==> config.mk <==
export PLATFORM = sky130hd
export DESIGN_NAME = mdu_sequencer
export DESIGN_NICKNAME = d
export VERILOG_FILES = /design/src/rtl/mdu_pkg.sv /design/src/rtl/mdu_div_iter.sv /design/src/rtl/mdu_sequencer.sv
export SDC_FILE = /design/constraint.sdc
export NUM_CORES = 2
export LEC_CHECK = 0
export ABC_AREA = 0
export CAP_MARGIN = 25
export CORE_UTILIZATION = 35
export CTS_CLUSTER_DIAMETER = 30
export DETAILED_ROUTE_END_ITERATION = 10
export PLACE_DENSITY = 0.57
export SETUP_SLACK_MARGIN = 0.2
export SYNTH_ARGS = -nofsm -noshare
export SYNTH_HDL_FRONTEND = slang
export SYNTH_SLANG_ARGS = --single-unit
==> constraint.sdc <==
create_clock -name clk -period 8.1 [get_ports clk]
set_input_delay 1.62 -clock clk [delete_from_list [all_inputs] [get_ports clk]]
set_output_delay 1.62 -clock clk [all_outputs]
set_load 0.1 [all_outputs]
==> src/rtl/mdu_pkg.sv <==
// rtl/mdu_pkg.sv - shared types and constants for the M-extension sequencer
package mdu_pkg;

  // Fixed at 64: the W-op handling hardwires the 32/64-bit split.
  localparam int XLEN = 64;

  typedef enum logic [3:0] {
    OP_MUL    = 4'd0,
    OP_MULH   = 4'd1,
    OP_MULHSU = 4'd2,
    OP_MULHU  = 4'd3,
    OP_DIV    = 4'd4,
    OP_DIVU   = 4'd5,
    OP_REM    = 4'd6,
    OP_REMU   = 4'd7
  } mdu_op_e;

  typedef enum logic [1:0] {
    ST_IDLE,
    ST_MUL_WAIT,
    ST_DIV_RUN,
    ST_DONE
  } mdu_state_e;

  localparam logic [XLEN-1:0] DIV0_QUOT     = '1;
  localparam logic [XLEN-1:0] OVF_REM       = '0;
  localparam logic [XLEN-1:0] INT_MIN64     = {1'b1, {(XLEN-1){1'b0}}};
  localparam logic [XLEN-1:0] INT_MIN32_EXT = {{(XLEN-31){1'b1}}, 31'd0};

  function automatic logic [XLEN-1:0] sext32(input logic [31:0] v);
    return {{(XLEN-32){v[31]}}, v};
  endfunction

endpackage

==> src/rtl/mdu_div_iter.sv <==
// rtl/mdu_div_iter.sv - unsigned restoring divider, one quotient bit per cycle
module mdu_div_iter
  import mdu_pkg::*;
#(
  parameter int LAT_FULL = 64
) (
  input  logic            clk,
  input  logic            reset,
  input  logic            start,
  input  logic            word,
  input  logic [XLEN-1:0] dividend,
  input  logic [XLEN-1:0] divisor,
  input  logic            abort,
  output logic            done,
  output logic [XLEN-1:0] quotient,
  output logic [XLEN-1:0] remainder
);

  logic [XLEN-1:0] rem_q;
  logic [XLEN-1:0] quo_q;
  logic [XLEN-1:0] div_q;
  logic [6:0]      cnt_q;
  logic [XLEN:0]   partial;
  logic            fits;

  // Outputs are the post-step values so the caller can capture on done.
  always_comb begin
    partial   = {rem_q, quo_q[XLEN-1]};
    fits      = (partial >= {1'b0, div_q});
    remainder = fits ? (partial[XLEN-1:0] - div_q) : partial[XLEN-1:0];
    quotient  = {quo_q[XLEN-2:0], fits};
    done      = (cnt_q == 7'd1);
  end

  always_ff @(posedge clk or negedge reset) begin
    if (!reset) begin
      rem_q <= '0;
      quo_q <= '0;
      div_q <= '0;
      cnt_q <= '0;
    end else if (abort) begin
      cnt_q <= '0;
    end else if (start) begin
      rem_q <= '0;
      // W ops left-align the 32-bit dividend so the same MSB-first step applies.
      quo_q <= word ? {dividend[31:0], 32'd0} : dividend;
      div_q <= divisor;
      cnt_q <= word ? 7'd32 : 7'(LAT_FULL);
    end else if (cnt_q != 7'd0) begin
      rem_q <= remainder;
      quo_q <= quotient;
      cnt_q <= cnt_q - 7'd1;
    end
  end

endmodule

==> src/rtl/mdu_sequencer.sv <==
// rtl/mdu_sequencer.sv - EXC-stage multiply/divide sequencer with stall and result pulse
module mdu_sequencer
  import mdu_pkg::*;
#(
  parameter int DIV_LAT_FULL = 64
) (
  input  logic              clk,
  input  logic              reset,
  input  logic              req_valid,
  input  logic [3:0]        req_op,
  input  logic              req_word,
  input  logic [XLEN-1:0]   req_a,
  input  logic [XLEN-1:0]   req_b,
  input  logic              flush,
  output logic              stall_req,
  output logic              busy,
  output logic              rsp_valid,
  output logic [XLEN-1:0]   rsp_result,
  output logic              mul_start,
  output logic [XLEN-1:0]   mul_a,
  output logic [XLEN-1:0]   mul_b,
  output logic              mul_signed_a,
  output logic              mul_signed_b,
  input  logic              mul_ready,
  input  logic [2*XLEN-1:0] mul_result
);

  mdu_state_e      state_q, state_d;
  logic [3:0]      op_q;
  logic            word_q, neg_quo_q, neg_rem_q;
  logic [XLEN-1:0] res_q;

  logic            legal, accept, is_mul, div_signed, is_rem;
  logic            a_neg, b_neg, div_zero, div_ovf, special;
  logic [XLEN-1:0] a_ext, b_ext, a_mag, b_mag, a_w, special_res;
  logic            div_done;
  logic [XLEN-1:0] div_quo, div_rem, quo_fix, rem_fix, div_raw, div_sel, mul_sel;

  always_comb begin
    legal      = !req_op[3] && !(req_word && req_op[2] == 1'b0 && req_op[1:0] != 2'b00);
    is_mul     = !req_op[2];
    div_signed = !req_op[0];
    is_rem     = req_op[1];
    a_ext      = req_word ? (div_signed ? sext32(req_a[31:0]) : {32'd0, req_a[31:0]}) : req_a;
    b_ext      = req_word ? (div_signed ? sext32(req_b[31:0]) : {32'd0, req_b[31:0]}) : req_b;
    a_w        = req_word ? sext32(req_a[31:0]) : req_a;
    a_neg      = div_signed && a_ext[XLEN-1];
    b_neg      = div_signed && b_ext[XLEN-1];
    a_mag      = a_neg ? -a_ext : a_ext;
    b_mag      = b_neg ? -b_ext : b_ext;
    div_zero   = (b_ext == '0);
    div_ovf    = div_signed && (b_ext == '1) &&
                 (a_ext == (req_word ? INT_MIN32_EXT : INT_MIN64));
    special    = div_zero || div_ovf;
    if (div_zero) special_res = is_rem ? a_w : DIV0_QUOT;
    else          special_res = is_rem ? OVF_REM : a_w;
    accept     = (state_q == ST_IDLE) && req_valid && legal && !flush;
  end

  mdu_div_iter #(.LAT_FULL(DIV_LAT_FULL)) u_div (
    .clk       (clk),
    .reset     (reset),
    .start     (accept && !is_mul && !special),
    .word      (req_word),
    .dividend  (a_mag),
    .divisor   (b_mag),
    .abort     (flush),
    .done      (div_done),
    .quotient  (div_quo),
    .remainder (div_rem)
  );

  always_comb begin
    quo_fix = neg_quo_q ? -div_quo : div_quo;
    rem_fix = neg_rem_q ? -div_rem : div_rem;
    div_raw = op_q[1] ? rem_fix : quo_fix;
    div_sel = word_q ? sext32(div_raw[31:0]) : div_raw;
    if (op_q[1:0] == 2'b00) mul_sel = word_q ? sext32(mul_result[31:0]) : mul_result[XLEN-1:0];
    else                    mul_sel = mul_result[2*XLEN-1:XLEN];
  end

  always_ff @(posedge clk or negedge reset) begin
    if (!reset) state_q <= ST_IDLE;
    else        state_q <= state_d;
  end

  always_comb begin
    state_d   = state_q;
    mul_start = 1'b0;
    rsp_valid = 1'b0;
    case (state_q)
      ST_IDLE: if (accept) state_d = is_mul ? ST_MUL_WAIT : (special ? ST_DONE : ST_DIV_RUN);
      ST_MUL_WAIT: begin
        mul_start = 1'b1;
        if (mul_ready) state_d = ST_DONE;
      end
      ST_DIV_RUN: if (div_done) state_d = ST_DONE;
      ST_DONE: begin
        rsp_valid = 1'b1;
        state_d   = ST_IDLE;
      end
      default: state_d = ST_IDLE;
    endcase
    if (flush) begin
      state_d   = ST_IDLE;
      mul_start = 1'b0;
      rsp_valid = 1'b0;
    end
  end

  always_ff @(posedge clk or negedge reset) begin
    if (!reset) begin
      op_q         <= '0;
      word_q       <= 1'b0;
      neg_quo_q    <= 1'b0;
      neg_rem_q    <= 1'b0;
      res_q        <= '0;
      mul_a        <= '0;
      mul_b        <= '0;
      mul_signed_a <= 1'b0;
      mul_signed_b <= 1'b0;
    end else begin
      if (accept) begin
        op_q      <= req_op;
        word_q    <= req_word;
        neg_quo_q <= a_neg ^ b_neg;
        neg_rem_q <= a_neg;
        if (is_mul) begin
          mul_a        <= req_a;
          mul_b        <= req_b;
          mul_signed_a <= (req_op[1:0] != 2'b11);
          mul_signed_b <= !req_op[1];
        end else if (special) begin
          res_q <= special_res;
        end
      end
      if (state_q == ST_MUL_WAIT && mul_ready && !flush) res_q <= mul_sel;
      if (state_q == ST_DIV_RUN && div_done && !flush)   res_q <= div_sel;
    end
  end

  // Gated by reset so every output reads 0 while reset is held.
  assign stall_req  = reset && req_valid && legal && !flush && (state_q != ST_DONE);
  assign busy       = (state_q != ST_IDLE);
  assign rsp_result = rsp_valid ? res_q : '0;

endmodule

==> run_results.csv <==
group,metric,value,unit
cells_and_area,final_cell_mix,"nand2_1 (838), clkdlybuf4s50_1 (461), dfrtp_1 (399), o21ai_0 (386), a21oi_1 (360)",
cells_and_area,sh_seq_area,24.12,%
routing,totalWireLength,146800,um
status,status,"completed",
worst_setup_path,crit_path_max_fanout,10,
global_routing,met3_usage,6.532,%
die,die_w,303.5,um
global_routing,grt_antenna_before_repair,6,
cells_and_area,drive_above_1_share,6.873,%
pwr,p_leak,17.09,nW
sta,period_needed,7.098,ns
synthesis,yosysTopAreaCell,"dfrtp_1",
pwr,pg_seq,0.00393,W
worst_setup_path,cp-endpoint,"res_q[62]",
global_routing,grt_pass1_vias,32289,
cells_and_area,stdcell_area,41500,um2
synthesis,synth-async-reset-ratio,100.0,%
pwr,p_total,0.02268,W
global_routing,busiest_layer,"met2",
placed_design,hpwl,112400,um
worst_setup_path,path_cells,"ha_1 > nand4_1 > nor4_1 > nand4_1 > o21ai_0 > a211oi_2 > nand2_4 > inv_2 > mux2i_1 > ha_1 > inv_1 > a2111oi_0 > buf_4 > nand3_1 > or4_1 > nor4_1 > nand4b_1 > a21oi_1 > nand3_1 > nor4b_1 > a21oi_1 > xnor2_1 > o21ai_0",
cells_and_area,fin_util,46.10,%
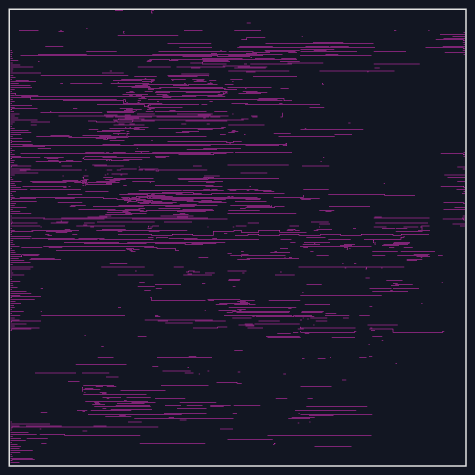
layer_met3.png
Drawn at 1.5 px/um.
wire length on this layer: 13500 um
main direction: horizontal
nets with wire on the layer: 651
longest straight run: 131 um

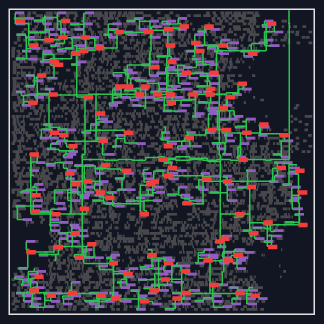
clk_routes.png
Drawn at 1 px/um.
[clock wires] green | length: 8130 um
[clock drivers] red | count: 116
[flip-flops] purple | count: 400
routed clock nets: 117
Setup Skew: 0.02300 ns
power in the clock group: 0.00481 W
clk_lat worst skew: 0.68 ns

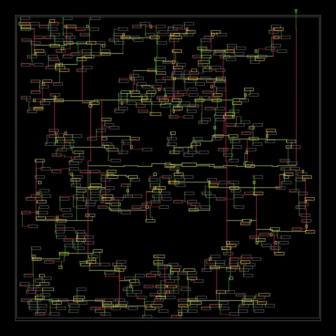
clocks.png
TritonCTS Buffers: 116
registers: 400

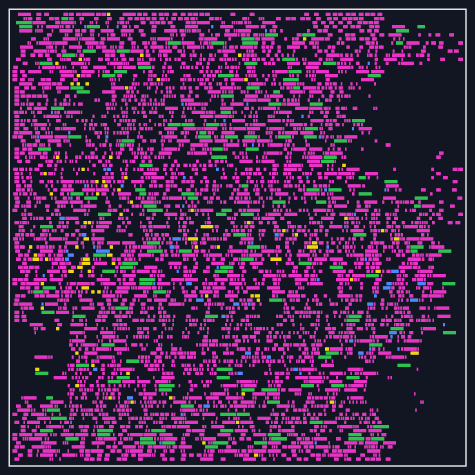
sizes.png
Drawn at 1.5 px/um.
| size | colour | cells | share | most used |
|---|---|---|---|---|
| _0 and _1 cells | magenta | 4390 | 93% | nand2_1 |
| _2 cells | blue | 79 | 1.7% | clkinv_2 |
| _3 and _4 cells | yellow | 84 | 1.8% | buf_4 |
| _6 and larger | green | 161 | 3.4% | clkbuf_16 |
Buffers excl. clock: 521
Syn-to-layout area delta: 30.41%
PnR worst setup slack: 1.002 ns

No activity file was given, so power comes from the tool's default toggle rates.
